$ cat config.mk
export PLATFORM = sky130hd
export DESIGN_NAME = bcd_match_timer
export DESIGN_NICKNAME = d
export VERILOG_FILES = /design/src/rtl/bcd_match_timer.sv
export SDC_FILE = /design/constraint.sdc
export NUM_CORES = 1
export LEC_CHECK = 0
export ABC_CLOCK_PERIOD_IN_PS = 9990
export CAP_MARGIN = 20
export CORE_UTILIZATION = 52
export DETAILED_ROUTE_END_ITERATION = 16
export GPL_TIMING_DRIVEN = 0
export PLACE_DENSITY_LB_ADDON = 0.12
export SYNTH_ARGS = -nofsm -noshare
export SYNTH_HDL_FRONTEND = slang
export SYNTH_SLANG_ARGS = --single-unit
$ cat constraint.sdc
create_clock -name clk -period 9.99 [get_ports clk]
set_input_delay 2.997 -clock clk [delete_from_list [all_inputs] [get_ports clk]]
set_output_delay 2.997 -clock clk [all_outputs]
set_load 0.05 [all_outputs]
$ cat src/rtl/bcd_match_timer.sv
// bcd_match_timer: multi-digit BCD match timer. It counts down from preset to 0, or up from 0 to preset.
// Latency: a step sampled on edge N is visible in count/done/warn in cycle N+1. tc follows count combinationally.
// Backpressure: none. Every accepted step (tick & run) is consumed in the cycle it is presented.
//
// Ports:
//   clk     - single system clock, rising edge
//   reset   - synchronous, active-high
//   tick    - one-cycle step strobe
//   run     - 1 = counting, 0 = paused (tick ignored)
//   load    - restart strobe (down: count = preset, up: count = 0)
//   up      - direction, 1 = count up, 0 = count down
//   preset  - BCD start value (down) or limit (up), digit 0 in [3:0]
//   count   - registered BCD value
//   tc      - terminal-count flag, combinational from count/up/preset
//   done    - one-cycle pulse on arrival at terminal
//   warn    - low-time warning, registered
//
// Optional feature macro: TIMER_WARN_EN. When it is defined, the warn comparator against WARN_LEVEL is built.
// When it is undefined, warn is tied low and the port is kept.

module bcd_match_timer #(
  parameter int                DIGITS      = 2,
  parameter bit                AUTO_RELOAD = 1'b0,
  parameter logic [4*DIGITS-1:0] WARN_LEVEL = (4*DIGITS)'(16)
) (
  input  logic                clk,
  input  logic                reset,
  input  logic                tick,
  input  logic                run,
  input  logic                load,
  input  logic                up,
  input  logic [4*DIGITS-1:0] preset,
  output logic [4*DIGITS-1:0] count,
  output logic                tc,
  output logic                done,
  output logic                warn
);

  localparam int W = 4 * DIGITS;

  logic [W-1:0] preset_cl;   // preset with every digit clamped to 9
  logic [W-1:0] cnt_inc;     // count + 1 in BCD
  logic [W-1:0] cnt_dec;     // count - 1 in BCD
  logic [W-1:0] reload_val;  // value applied by load or by auto-reload
  logic [W-1:0] nxt;         // count after an accepted step
  logic         nxt_done;    // done value that accompanies nxt
  logic         step;

  // Terminal test shared by tc and the arrival detection. Valid BCD orders the same way as
  // plain binary, so an unsigned compare gives the BCD magnitude compare.
  function automatic logic is_term(input logic [W-1:0] v,
                                   input logic         dir_up,
                                   input logic [W-1:0] lim);
    return dir_up ? (v >= lim) : (v == '0);
  endfunction

  // Out-of-range preset digits are treated as 9. This applies to the loaded value and to
  // the up-mode limit, so an up count can always reach its terminal.
  always_comb begin
    preset_cl = preset;
    for (int i = 0; i < DIGITS; i++) begin
      if (preset[4*i +: 4] > 4'd9) begin
        preset_cl[4*i +: 4] = 4'd9;
      end
    end
  end

  // Ripple BCD increment and decrement. A digit moves only when every lower digit is at
  // its wrap value (9 going up, 0 going down).
  always_comb begin
    logic all9;
    logic all0;
    cnt_inc = count;
    cnt_dec = count;
    all9    = 1'b1;
    all0    = 1'b1;
    for (int i = 0; i < DIGITS; i++) begin
      if (all9) begin
        cnt_inc[4*i +: 4] = (count[4*i +: 4] >= 4'd9) ? 4'd0 : count[4*i +: 4] + 4'd1;
      end
      if (all0) begin
        cnt_dec[4*i +: 4] = (count[4*i +: 4] == 4'd0) ? 4'd9 : count[4*i +: 4] - 4'd1;
      end
      all9 = all9 & (count[4*i +: 4] == 4'd9);
      all0 = all0 & (count[4*i +: 4] == 4'd0);
    end
  end

  assign tc         = is_term(count, up, preset_cl);
  assign step       = tick & run;
  assign reload_val = up ? '0 : preset_cl;

  // Next value for an accepted step.
  // At terminal, the count either holds (no done) or reloads. A reload value that is itself
  // terminal (preset 0) holds the count at 0 and pulses done on every step.
  always_comb begin
    nxt      = count;
    nxt_done = 1'b0;
    if (tc) begin
      if (AUTO_RELOAD) begin
        nxt      = reload_val;
        nxt_done = is_term(reload_val, up, preset_cl);
      end
    end else begin
      nxt      = up ? cnt_inc : cnt_dec;
      nxt_done = is_term(nxt, up, preset_cl);
    end
  end

  always_ff @(posedge clk) begin
    if (reset) begin
      count <= '0;
      done  <= 1'b0;
    end else if (load) begin
      // Load wins over a same-cycle tick and never pulses done.
      count <= reload_val;
      done  <= 1'b0;
    end else if (step) begin
      count <= nxt;
      done  <= nxt_done;
    end else begin
      done  <= 1'b0;
    end
  end

`ifdef TIMER_WARN_EN
  // warn is evaluated on the value count takes at this edge, so it lines up with that
  // count. It holds while paused. The zero test makes it clear at the down terminal.
  logic [W-1:0] warn_val;
  assign warn_val = step ? nxt : count;

  always_ff @(posedge clk) begin
    if (reset) begin
      warn <= 1'b0;
    end else if (load || up) begin
      warn <= 1'b0;
    end else if (run) begin
      warn <= (warn_val != '0) && (warn_val <= WARN_LEVEL);
    end
  end
`else
  assign warn = 1'b0;
`endif

endmodule

### M3 wires, run 1

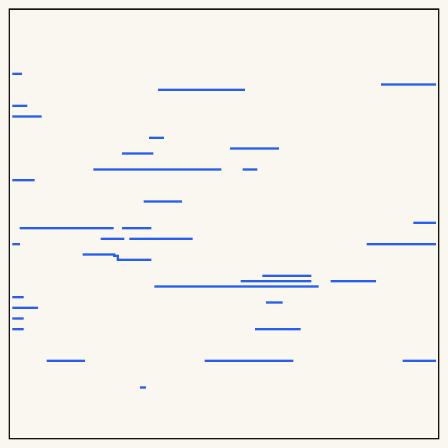
wire length on this layer	181 µm
longest straight run	20.7 µm
main direction	horizontal

### Routing congestion, run 1

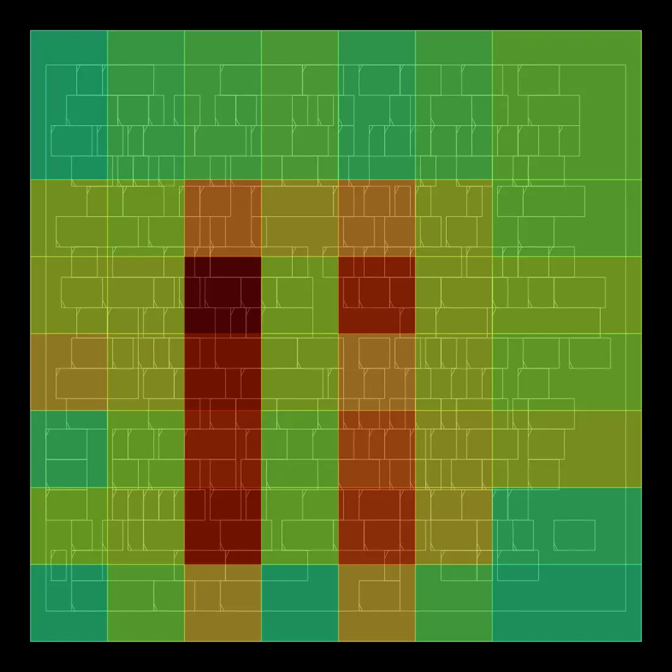
met3 usage: 0.0250
M2 GR Usage: 0.434
DR WL/cell: 15.9 µm
GRT busiest layer: met2

### Signal wires by layer, run 1

Only two layers are drawn.
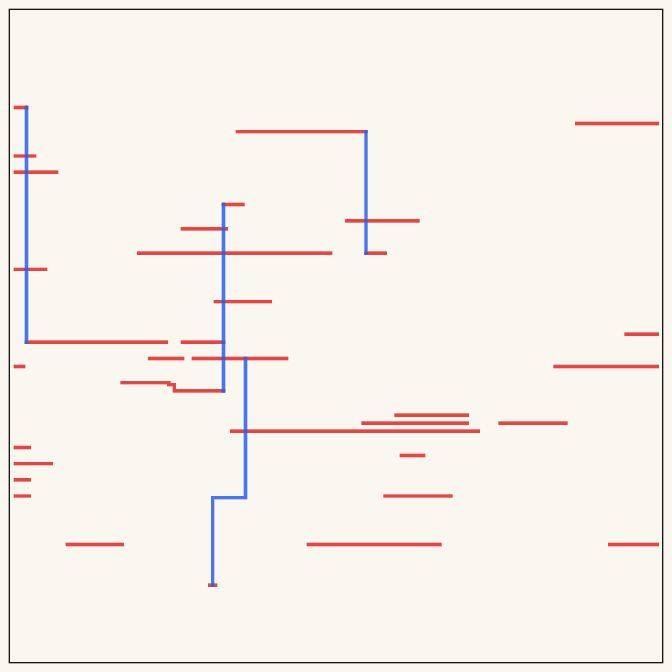
color	layer	wire length
blue	metal 4	67.4 µm
red	metal 3	181 µm

### Pin map, run 1

Pins as bars across the die edge, other pins in gray.
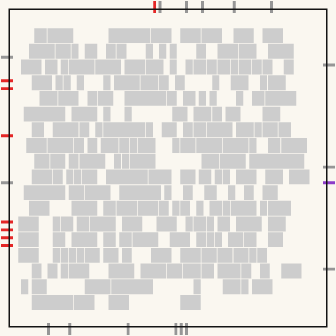
color	port	pins	direction	edge
red	`preset`	8	input	7 left, 1 top
purple	`tc`	1	output	right
all pins by edge	9 left, 6 bottom, 6 top, 4 right

==> out/qor.csv, run 1 <==
metric,value,unit
achievable frequency,115,MHz
Final TNS setup,0,ns
slowest CP cell,clkdlybuf4s50_1,
total gr overflow,0,
# clock sinks,9,
Synth-to-Final Area Change,19.6,%
synthesized-area fraction occupied by xor and xnor cells,0,
YS chip area,0.00145,mm²
remaining antenna violation count after routing,0,
Die Area,0.00300,mm²
and+or+nand+nor area frac,0.237,
critical path class,in2out,
Async SR Flop Fraction,0,
crit path max fanout,4,
slew margin rel.,0.659,
CTS Root Cell,clkbuf_4,
final worst slack,1.29,ns
Logic family by area,AND-OR/OR-AND gates,
"Reg clk slew, reported paths",0.07,ns
cells after synthesis,189,
Gate power share,0.552,
status,completed,
Post-Place Worst Slack,1.31,ns
Clock Network Area Fraction,0.0152,
CP max stage delay,0.70,ns
RSZ-0062 raised after global routing,false,
FP Util,0.569,
die height,54.8,µm
placed cells,241,
tool warnings,30,
CP cell instances,"clkdlybuf4s50_1, inv_1, nor2_1, nor2_1, ha_1, a21o_1, a221oi_1, o21ai_0, and2_1, clkdlybuf4s50_1",
R2R depth,11,
final core occ,0.680,
Max IR drop VDD,0.0873,mV
WP buf/inv,3,
non-clk buf share,0.160,
num rows,18,
ANT cells,0,
hold_buf cts,0,
Worst Max-Slew Pin Slew,0.510,ns
cts repair resizes,0,
HP Start,count[1],
Well Taps,30,
largest net degree at the start of global routing,11,
Area-dominant class,multi-input combinational cells,
Tot GR Track Use,0.280,
CP required,6.99,ns
first-pass GRT wire length,6000,µm
"Net Count, Synth",225,
==> run 1: cells in the mapped netlist, types with 3 or more instances <==
cell	count	share of area
ha_1	22	0.19
o22ai_1	4	0.017
and2_1	3	0.013
dfxtp_1	9	0.12
nor2_1	15	0.039
a21oi_1	12	0.041
mux2i_1	7	0.048
nand2_1	16	0.041
inv_1	12	0.031
a31oi_1	4	0.017
buf_2	3	0.010
nand2b_1	8	0.035
o21ai_0	13	0.045
a21o_1	6	0.031
clkbuf_1	5	0.013
==> run 1: state kept, by name, summed over array words and instances (netlist names) <==
name	flops
done	1
count	8
==> run 1: layer usage <==
layer / share of wire / wire [µm]
met1: 0.48 / 1860
met2: 0.46 / 1790
met3: 0.046 / 181
met4: 0.017 / 67
met5: 0 / 0
--- run 2 (diff from run 1) ---
--- a/config.mk
+++ b/config.mk
@@ -5,9 +5,10 @@
 export SDC_FILE = /design/constraint.sdc
 export NUM_CORES = 1
 export LEC_CHECK = 0
+export ABC_AREA = 1
 export ABC_CLOCK_PERIOD_IN_PS = 9990
 export CAP_MARGIN = 20
-export CORE_UTILIZATION = 52
+export CORE_UTILIZATION = 57
 export DETAILED_ROUTE_END_ITERATION = 16
 export GPL_TIMING_DRIVEN = 0
 export PLACE_DENSITY_LB_ADDON = 0.12
### Routing congestion, run 2

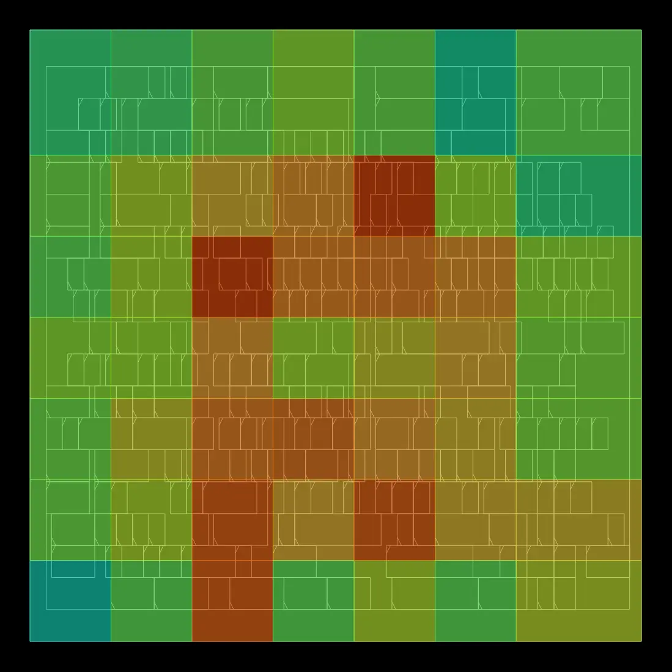
met3 usage: 0.0292
final core occ: 0.749
met1 usage: 0.386

### Nets reached from selected ports, run 2

The bar under the picture is 20 µm long.
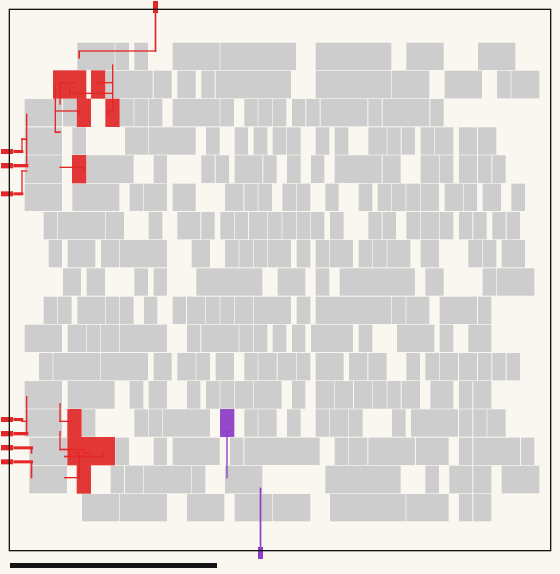
color	port	bits	direction	edge	end cells	buffers	wire
purple	`tc`	1	output	bottom	1	1	10.3 µm
red	`preset`	8	input	7 left, 1 top	11	8	76.5 µm

==> out/qor.csv, run 2 <==
metric,value,unit,change
M2 GR Usage,0.451,,+0.0171
Tot GR Track Use,0.281,,+0.000968
Area-dominant class,multi-input combinational cells,,
num rows,17,,-1
crit path max fanout,3,,-1
CP required,6.99,ns,about the same
CP max stage delay,0.79,ns,+0.09 ns
"Net Count, Synth",285,,+27%
achievable frequency,119,MHz,+3.6%
die height,52.1,µm,-4.9%
Post-Place Worst Slack,1.58,ns,+0.274 ns
synthesized-area fraction occupied by xor and xnor cells,0.00613,,+0.00613
netlist area before placement,0.00143,mm²,
remaining antenna violation count after routing,0,,unchanged
Die Area,0.00271,mm²,-9.6%
Final Hold Fails,0,,
Yosys warnings,0,,
placed cells,300,,+24%
Yosys top cell by instances,nand2_1,,
YS chip area,0.00143,mm²,-1.3%
Largest regs,"count x8, done x1",,
"Reg clk slew, reported paths",0.06,ns,about the same
GRT busiest layer,met2,,
tool warnings,30,,unchanged
Gate power share,0.651,,+0.099
Async SR Flop Fraction,0,,unchanged
non-clk buf share,0.148,,-0.0128
Synth-to-Final Area Change,20.4,%,
RSZ-0062 raised after global routing,false,,
# clock sinks,9,,unchanged
Non-clk invs,37,,
Largest Register,count,,
Final TNS setup,0,ns,unchanged
ANT cells,0,,unchanged
Well Taps,28,,-6.7%
largest net degree at the start of global routing,11,,unchanged
critical path class,in2out,,
Synth Seq Share,0.126,,
port buffer count,23,,
Largest register FFs,8,,unchanged
met2 routed WL,1530,µm,-15%
most common cell type on the critical path,nand2_1,,
CTS tree,built,,
"area leader, netlist",nand2_1,,
Clock Network Area Fraction,0.0153,,+0.0000993
Logic family by area,simple AND/OR/NAND/NOR gates,,
CTS Root Cell,clkbuf_4,,
Hold WS,0.618,ns,
hold_buf cts,0,,unchanged
first-pass GRT wire length,5710,µm,-4.9%
DR WL/cell,11.4,µm,-28%
Top cell area share,0.202,,+0.0121
WP buf/inv,3,,unchanged
synth top area cells,"nand2_1, ha_1, dfxtp_1",,
DRT met1 WL,1760,µm,-5.6%
non-clock buffer count,26,,
R2R depth,17,,+6
CP cell instances,"clkdlybuf4s50_1, o21ai_0, nand2_1, ha_1, o21ai_0, nand2_1, nand2_1, nand2_1, nand2_1, nand2_1, nand2_1, inv_1, clkdlybuf4s50_1",,
status,completed,,
slowest CP cell,clkdlybuf4s50_1,,
and+or+nand+nor area frac,0.450,,+0.213
Max IR drop VDD,0.0850,mV,-2.7%
final worst slack,1.59,ns,+0.304 ns
WL met3,135,µm,-25%
top sig layer,met4,,
fill count,201,,
Synth top cells by count,"nand2_1, inv_1, nor2_1, nand3_1, ha_1",,
FP Util,0.622,,+0.0532
cts repair resizes,0,,unchanged
total gr overflow,0,,unchanged
cells after synthesis,249,,+32%
setup violators final,0,,
run 2: power groups by stage:
stage	logic, W	registers [W]	clock network [W]
5_1_grt	0.000163	0.0000503	0.0000294
2_1_floorplan	0.0000935	0.0000620	0
6_report	0.000145	0.0000492	0.0000285
3_5_place_dp	0.000144	0.0000499	0
3_3_place_gp	0.000141	0.0000498	0
4_1_cts	0.000145	0.0000490	0.0000283
run 2: worst max-delay path by stage:
| stage | start | to | cells after the start |
|---|---|---|---|
| 3_5_place_dp | preset[2] | tc | 13 |
| 4_1_cts | preset[2] | tc | 13 |
| 6_report | preset[2] | tc | 13 |
| 3_3_place_gp | preset[2] | tc | 13 |
| 5_1_grt | preset[2] | tc | 13 |
| 2_1_floorplan | preset[2] | tc | 11 |
--- run 3 (diff from run 2) ---
--- a/config.mk
+++ b/config.mk
@@ -6,9 +6,9 @@
 export NUM_CORES = 1
 export LEC_CHECK = 0
 export ABC_AREA = 1
-export ABC_CLOCK_PERIOD_IN_PS = 9990
+export ABC_CLOCK_PERIOD_IN_PS = 8270
 export CAP_MARGIN = 20
-export CORE_UTILIZATION = 57
+export CORE_UTILIZATION = 53
 export DETAILED_ROUTE_END_ITERATION = 16
 export GPL_TIMING_DRIVEN = 0
 export PLACE_DENSITY_LB_ADDON = 0.12
==> constraint.sdc (replaced) <==
create_clock -name clk -period 8.27 [get_ports clk]
set_input_delay 2.481 -clock clk [delete_from_list [all_inputs] [get_ports clk]]
set_output_delay 2.481 -clock clk [all_outputs]
set_load 0.05 [all_outputs]
### Routing congestion, run 3

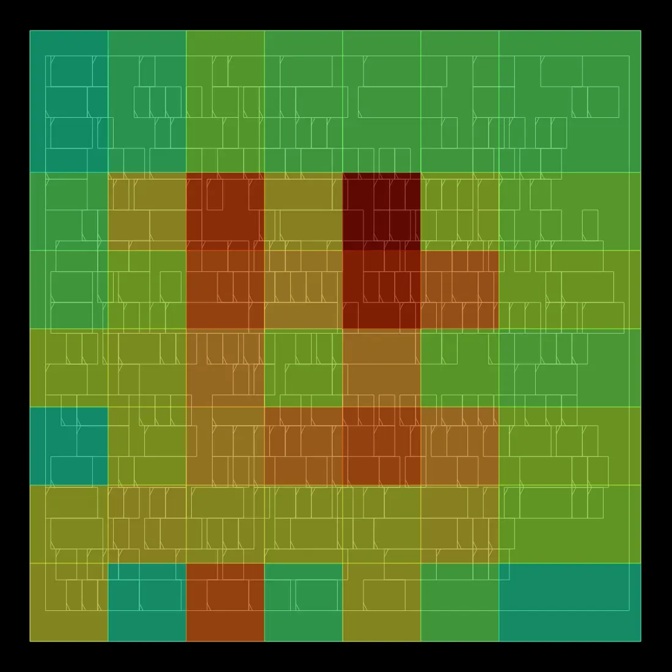
Tot GR Track Use: 0.276
met1 usage: 0.395
DR WL/cell: 11.4 µm
final core occ: 0.683

### M3 wires, run 3

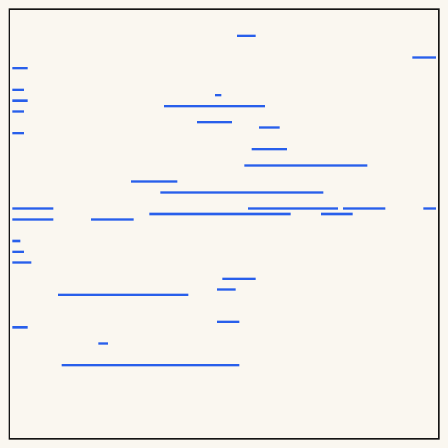
wire length on this layer	182 µm
nets with wire on the layer	30
share of all routed wire	5.2%
main direction	horizontal
longest straight run	22.1 µm

==> out/qor.csv, run 3 <==
metric,value,unit,change
top sig layer,met4,,
comb pwr,0.000175,W,+21%
crit path max fanout,3,,unchanged
Hold WS,0.611,ns,-0.00710 ns
# clock sinks,9,,unchanged
status,completed,,
"area leader, netlist",nand2_1,,
setup violators final,0,,unchanged
Max IR drop VDD,0.0974,mV,+15%
synthesized-area fraction occupied by xor and xnor cells,0.00613,,unchanged
Largest regs,"count x8, done x1",,
Logic family by area,simple AND/OR/NAND/NOR gates,,
num rows,18,,+1
Die Area,0.00291,mm²,+7.3%
largest net degree at the start of global routing,11,,unchanged
Max power group,combinational cells,,
and+or+nand+nor area frac,0.450,,unchanged
most common cell type on the critical path,nand2_1,,
CP required,5.79,ns,-1.20 ns
FP Util,0.566,,-0.0555
"Reg clk slew, reported paths",0.06,ns,about the same
layout net count,313,,
Gate power share,0.646,,-0.005
R2R depth,16,,-1
"Net Count, Synth",285,,unchanged
Async SR Flop Fraction,0,,unchanged
CP Depth,13,,unchanged
worst setup path end,tc,,
DRT met1 WL,1760,µm,about the same
CP max stage delay,0.79,ns,about the same
Largest register FFs,8,,unchanged
total gr overflow,0,,unchanged
critical path class,in2out,,
hold_buf cts,0,,unchanged
tool warnings,30,,unchanged
RSZ-0062 raised after global routing,false,,
Largest Register,count,,
fill count,241,,+20%
remaining antenna violation count after routing,0,,unchanged
CTS tree,built,,
netlist area before placement,0.00143,mm²,unchanged
CP startpoint,preset[2],,
fin cells,306,,
cts repair resizes,0,,unchanged
Synth-to-Final Area Change,20.6,%,
Clk power,0.0000363,W,+27%
CTS Root Cell,clkbuf_4,,
synth top area cells,"nand2_1, ha_1, dfxtp_1",,
Synth Seq Share,0.126,,unchanged
ANT cells,0,,unchanged
WP buf/inv,3,,unchanged
cells after synthesis,249,,unchanged
chip width,53.9,µm,
CP cell instances,"clkdlybuf4s50_1, o21ai_0, nand2_1, ha_1, o21ai_0, nand2_1, nand2_1, nand2_1, nand2_1, nand2_1, nand2_1, inv_1, clkdlybuf4s50_1",,
slowest CP cell,clkdlybuf4s50_1,,
Commonest flop,dfxtp_1,,
"Largest delay share family, worst path",buffers and inverters,,
final worst slack,0.783,ns,-0.808 ns
final wirelength,3500,µm,
first-pass GRT wire length,5740,µm,+0.60%
YS chip area,0.00143,mm²,unchanged
Top cell area share,0.202,,unchanged
Final Hold Fails,0,,unchanged
number of synthesized flops with an enable pin,0,,
achievable frequency,134,MHz,
Post-Place Worst Slack,0.792,ns,-0.793 ns
Yosys top cell by instances,nand2_1,,
die height,53.9,µm,+3.6%
Seq. pwr,0.0000595,W,+21%
Final TNS setup,0,ns,unchanged
DP Area,0.00170,mm²,
port buffer count,23,,unchanged
WL met3,182,µm,+35%
met2 routed WL,1500,µm,-1.6%
Yosys warnings,0,,unchanged
placed cells,302,,+0.67%
core area,0.00252,mm²,
Worst setup SP type,input port,,
run 3: cell counts after synthesis:
Identical to the previous run, type by type.
run 3: layout make-up:
type                    instances  share of cell area
well taps                      30              0.0218
inverters                      37              0.0806
flip-flops and latches          9               0.105
plain buffers                   3              0.0138
multi-input cells             200               0.630
repair buffers                 23               0.134
clock buffers                   4              0.0153
run 3: routing by layer:
metal,global-route usage,vias up
li1,-,857
met1,0.395,699
met5,0,-
met3,0.0226,5
met2,0.418,51
met4,0.114,0
run 3: cell families (layout without fill, tap and decap cells):
| logic type | count (synthesis) | count (layout) |
|---|---|---|
| compound gates | 29 | 29 |
| flops | 9 | 9 |
| other cells | 1 | 1 |
| simple gates | 147 | 147 |
| buf+inv | 40 | 67 |
| fa+ha+maj | 22 | 22 |
| xor+xnor | 1 | 1 |
Power and IR drop assume default switching activity.
